File: config.mk
export PLATFORM = sky130hd
export DESIGN_NAME = neurotransmitter_scheduler
export DESIGN_NICKNAME = d
export VERILOG_FILES = /design/src/rtl/neurotransmitter_scheduler.sv
export SDC_FILE = /design/constraint.sdc
export NUM_CORES = 1
export LEC_CHECK = 0
export ABC_AREA = 1
export ABC_CLOCK_PERIOD_IN_PS = 2980
export CORE_MARGIN = 2
export CORE_UTILIZATION = 44
export CTS_CLUSTER_DIAMETER = 40
export DETAILED_ROUTE_END_ITERATION = 8
export PLACE_DENSITY_LB_ADDON = 0.12
export REMOVE_ABC_BUFFERS = 1
export SLEW_MARGIN = 20
export SYNTH_ARGS = -nofsm -noshare
export SYNTH_HDL_FRONTEND = slang
export SYNTH_SLANG_ARGS = --single-unit
File: constraint.sdc
create_clock -name clk -period 2.98 [get_ports clk]
set_clock_uncertainty 0.2 [all_clocks]
set_input_delay 0.298 -clock clk [delete_from_list [all_inputs] [get_ports clk]]
set_output_delay 0.298 -clock clk [all_outputs]
set_load 0.05 [all_outputs]
File: src/rtl/neurotransmitter_scheduler.sv
// neurotransmitter_scheduler
// Owns the five neurotransmitter level registers (CORT, DOP, GABA, NE, SER) and
// applies the per-transmitter inc/dec/fast requests once per update tick,
// servicing one transmitter per cycle in fixed order with saturating arithmetic.
//
// Ports:
//   clk                    system clock
//   rst                    synchronous active-high reset
//   ena                    prescaler enable
//   inc_vec[4:0]           inc request per transmitter (0=CORT,1=DOP,2=GABA,3=NE,4=SER)
//   dec_vec[4:0]           dec request, same order
//   fast_vec[4:0]          fast-step request, same order
//   neurotransmitter_level {SER,NE,GABA,DOP,CORT}, each field = level[7:6]
//   level_sel[2:0]         raw-level read select (0..4)
//   level_raw[7:0]         raw level of selected register, 0 for level_sel>4
//   busy                   high during UPDATE and DONE
//   round_done             one-cycle pulse in DONE
module neurotransmitter_scheduler #(
    parameter int unsigned TICK_DIV    = 16,
    parameter int unsigned STEP_SLOW   = 1,
    parameter int unsigned STEP_FAST   = 4,
    parameter int unsigned RESET_LEVEL = 128
) (
    input  logic       clk,
    input  logic       rst,
    input  logic       ena,
    input  logic [4:0] inc_vec,
    input  logic [4:0] dec_vec,
    input  logic [4:0] fast_vec,
    output logic [9:0] neurotransmitter_level,
    input  logic [2:0] level_sel,
    output logic [7:0] level_raw,
    output logic       busy,
    output logic       round_done
);

    localparam int unsigned NUM_NT    = 5;
    localparam int unsigned LVL_W     = 8;
    localparam int unsigned SLOT_W    = 3;
    localparam int unsigned PRE_W     = $clog2(TICK_DIV);
    localparam int unsigned LAST_SLOT = NUM_NT - 1;

    typedef enum logic [1:0] {
        IDLE   = 2'd0,
        UPDATE = 2'd1,
        DONE   = 2'd2
    } state_t;

    state_t            state_q, state_d;
    logic [SLOT_W-1:0] slot_q, slot_d;
    logic [PRE_W-1:0]  presc_q;
    logic [LVL_W-1:0]  level_q [NUM_NT];

    logic              terminal;
    logic              start;
    logic [LVL_W-1:0]  cur_lvl;
    logic              cur_inc;
    logic              cur_dec;
    logic              cur_fast;
    logic [LVL_W-1:0]  step;
    logic [LVL_W:0]    sum9;
    logic [LVL_W-1:0]  new_lvl;

    // Prescaler: free-running tick counter, frozen while ena=0
    assign terminal = (presc_q == PRE_W'(TICK_DIV - 1));
    assign start    = ena && terminal && (state_q == IDLE);

    always_ff @(posedge clk) begin
        if (rst) begin
            presc_q <= '0;
        end else if (ena) begin
            presc_q <= terminal ? '0 : presc_q + PRE_W'(1);
        end
    end

    // State register
    always_ff @(posedge clk) begin
        if (rst) begin
            state_q <= IDLE;
            slot_q  <= '0;
        end else begin
            state_q <= state_d;
            slot_q  <= slot_d;
        end
    end

    // Next-state logic
    always_comb begin
        state_d = state_q;
        slot_d  = slot_q;
        case (state_q)
            IDLE: begin
                slot_d = '0;
                if (start) begin
                    state_d = UPDATE;
                end
            end
            UPDATE: begin
                if (slot_q == SLOT_W'(LAST_SLOT)) begin
                    state_d = DONE;
                    slot_d  = '0;
                end else begin
                    slot_d = slot_q + SLOT_W'(1);
                end
            end
            DONE: begin
                state_d = IDLE;
                slot_d  = '0;
            end
            default: begin
                state_d = IDLE;
                slot_d  = '0;
            end
        endcase
    end

    // Output decode
    always_comb begin
        busy       = 1'b0;
        round_done = 1'b0;
        case (state_q)
            UPDATE:  busy = 1'b1;
            DONE: begin
                busy       = 1'b1;
                round_done = 1'b1;
            end
            default: ;
        endcase
    end

    // Select the serviced transmitter's level and request bits
    always_comb begin
        cur_lvl  = '0;
        cur_inc  = 1'b0;
        cur_dec  = 1'b0;
        cur_fast = 1'b0;
        for (int k = 0; k < NUM_NT; k++) begin
            if (slot_q == SLOT_W'(k)) begin
                cur_lvl  = level_q[k];
                cur_inc  = inc_vec[k];
                cur_dec  = dec_vec[k];
                cur_fast = fast_vec[k];
            end
        end
    end

    // Saturating step; the 9-bit sum exposes overflow in its carry bit
    always_comb begin
        step    = cur_fast ? LVL_W'(STEP_FAST) : LVL_W'(STEP_SLOW);
        sum9    = {1'b0, cur_lvl} + {1'b0, step};
        new_lvl = cur_lvl;
        if (cur_inc && !cur_dec) begin
            new_lvl = sum9[LVL_W] ? {LVL_W{1'b1}} : sum9[LVL_W-1:0];
        end else if (cur_dec && !cur_inc) begin
            new_lvl = (cur_lvl < step) ? '0 : cur_lvl - step;
        end
    end

    // Level registers: only the serviced slot is written during UPDATE
    always_ff @(posedge clk) begin
        if (rst) begin
            for (int k = 0; k < NUM_NT; k++) begin
                level_q[k] <= LVL_W'(RESET_LEVEL);
            end
        end else if (state_q == UPDATE) begin
            for (int k = 0; k < NUM_NT; k++) begin
                if (slot_q == SLOT_W'(k)) begin
                    level_q[k] <= new_lvl;
                end
            end
        end
    end

    // Quantized bus: top two bits of each level
    always_comb begin
        neurotransmitter_level = '0;
        for (int k = 0; k < NUM_NT; k++) begin
            neurotransmitter_level[2*k +: 2] = level_q[k][LVL_W-1 -: 2];
        end
    end

    // Raw-level read mux, zero for out-of-range selects
    always_comb begin
        level_raw = '0;
        for (int k = 0; k < NUM_NT; k++) begin
            if (level_sel == SLOT_W'(k)) begin
                level_raw = level_q[k];
            end
        end
    end

endmodule

**Clock wiring as the flow saved it**

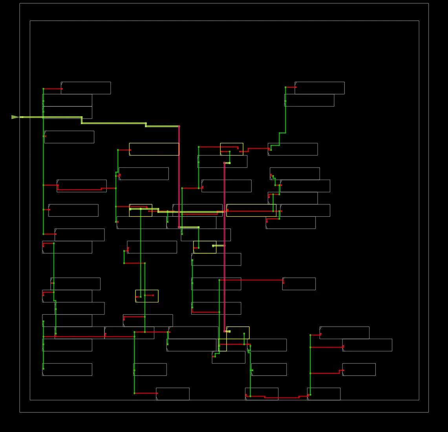
Clk Latency, worst-skew pair: 310 ps
Inserted Clock Buffers: 5
FFs & Latches: 49
CLK BUF: 5
clk pwr: 0.563 mW

**Pin map**

Scale: 4 px per µm. Pins as bars across the die edge, other pins in grey.
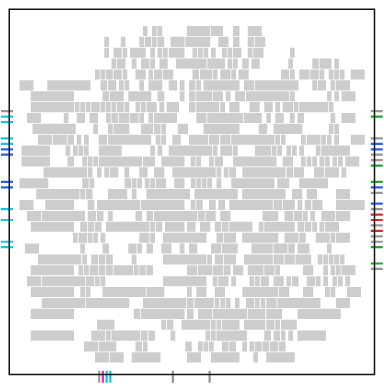
Key: green = `dec_vec` [pins 5, direction input, edge right]; blue = `level_raw` [pins 8, direction output, edge 4 right, 4 left]; cyan = `neurotransmitter_level` [pins 10, direction output, edge 8 left, 2 bottom]; red = `level_sel` [pins 3, direction input, edge right]; magenta = `round_done` [pins 1, direction output, edge bottom]

-- cells by family (layout without fill, tap and decap cells) --
family | after synthesis | count (layout) | synth area share, %
AND/OR/NAND/NOR | 218 | 218 | 29.0
buffers and inverters | 88 | 169 | 12.0
AND-OR/OR-AND | 65 | 65 | 11.3
flip-flops | 49 | 49 | 41.6
adder cells (fa/ha/maj) | 14 | 14 | 5.27
XOR/XNOR | 3 | 3 | 0.791
-- repair_timing --
action                     CTS  global route
resized                     32            45
gates cloned                 0             0
hold buffers                 0             0
setup endpoints to repair   40            40
setup buffers                4             3
pin swaps                   12            23
-- worst register-to-register path, delay by kind of cell (launching register included) --
family	cells	cell delay, ps
AND/OR/NAND/NOR	3	290
AND-OR/OR-AND	7	1000
adder cells (fa/ha/maj)	2	400
flip-flops	1	350
buffers and inverters	5	460
==> run notes <==
run results: crit end category=flop, slew margin rel.=50.8%, dpl cells=605, Pre-Place Util=45.6%, slack of the worst reg-to-reg path=40 ps, largest cell class by area=multi-input combinational cells, worst path buffer plus inverter count=5, CTS Buffer Depth=2, P&R area growth vs syn=38.5%, Hold WC Path Type=reg2reg, met3 routed WL=396 µm, Area leader share=36.1%, flip-flops with a built-in enable=40, Die Y-Extent=90.9 µm, grt peak-use layer=met2, worst r2r path cells=17, largest net degree at the start of global routing=16, Final Instance Area=0.00460 mm², CP Data Required Time=2840 ps, Commonest cells post-synth=nand2_1, inv_1, edfxtp_1, row count=31, CTS Sinks=49, distinct lib cells=35, pwr/cell area=643 mW/mm², slowest stage delay, CP=350 ps, dominant register cell=edfxtp_1, max reg flops=40, vias in the first global route=3149, Chip Area, Yosys=0.00332 mm², htree depth=2, non-clock buffer count=90, CP max FO=5, antenna cell count=0, antenna-violating nets left=0, cell count along the critical path=17, vias=3193, Worst-path clk slew=90 ps, status=complete, no violations, routed wl met2=4.63 mm, initial antenna violation count=0, 1st-pass router iterations=5, Top Ports=41, startpoint type of the worst setup path=flop, dominant cell type by area after synthesis=edfxtp_1, Clk Tree Root Cell=clkbuf_8, WHS Path Cells=1, Setup WS pre-CTS=-391 ps, Routed met1 length=4.14 mm, Top reg by flops=level_q, Final min period=2940 ps, Remaining DRCs=0, n_taps=99, Largest Pwr Group=combinational logic, combinational gate count=300, Comb/total area=39.5%, Max Fclk=0.340 GHz, Slew @ Worst Pin=731 ps, final net count=552, most frequent logic cell in the layout=nand2_1, Comb pwr share=50.6%, Psw=1.19 mW, GR Util met1=27.7%, static leakage=2.00 nW, Storage cell area=0.00139 mm², Regs by FF count=level_q: 40 flops, presc_q: 4 flops, slot_q: 3 flops, Design Power=2.96 mW, top post-synthesis cells by area=edfxtp_1, nand2_1, inv_1, sequential cell area share=30.1%, Avg Inst Size Synth=7.61 µm², Util after Layout=63.1%, CTS tree=done, Routed Wire Length=9.29 mm, Gate Count Post-Synth=437, Ys Warns=0, clock power share=19.0%, maximum vdd drop=0.000330 V, worst path arrival time=2800 ps, maxcap violations=0, Hold Vio Cnt, Final=0, routability cong.=0.874, FFs w/ async S/R, synth=0%, Layout Cells excl Fill=617, WL/cell=15.1 µm, # Cells Yosys=437, Hold EP=slot_q[0]
Power is estimated from default activity; no workload was simulated.
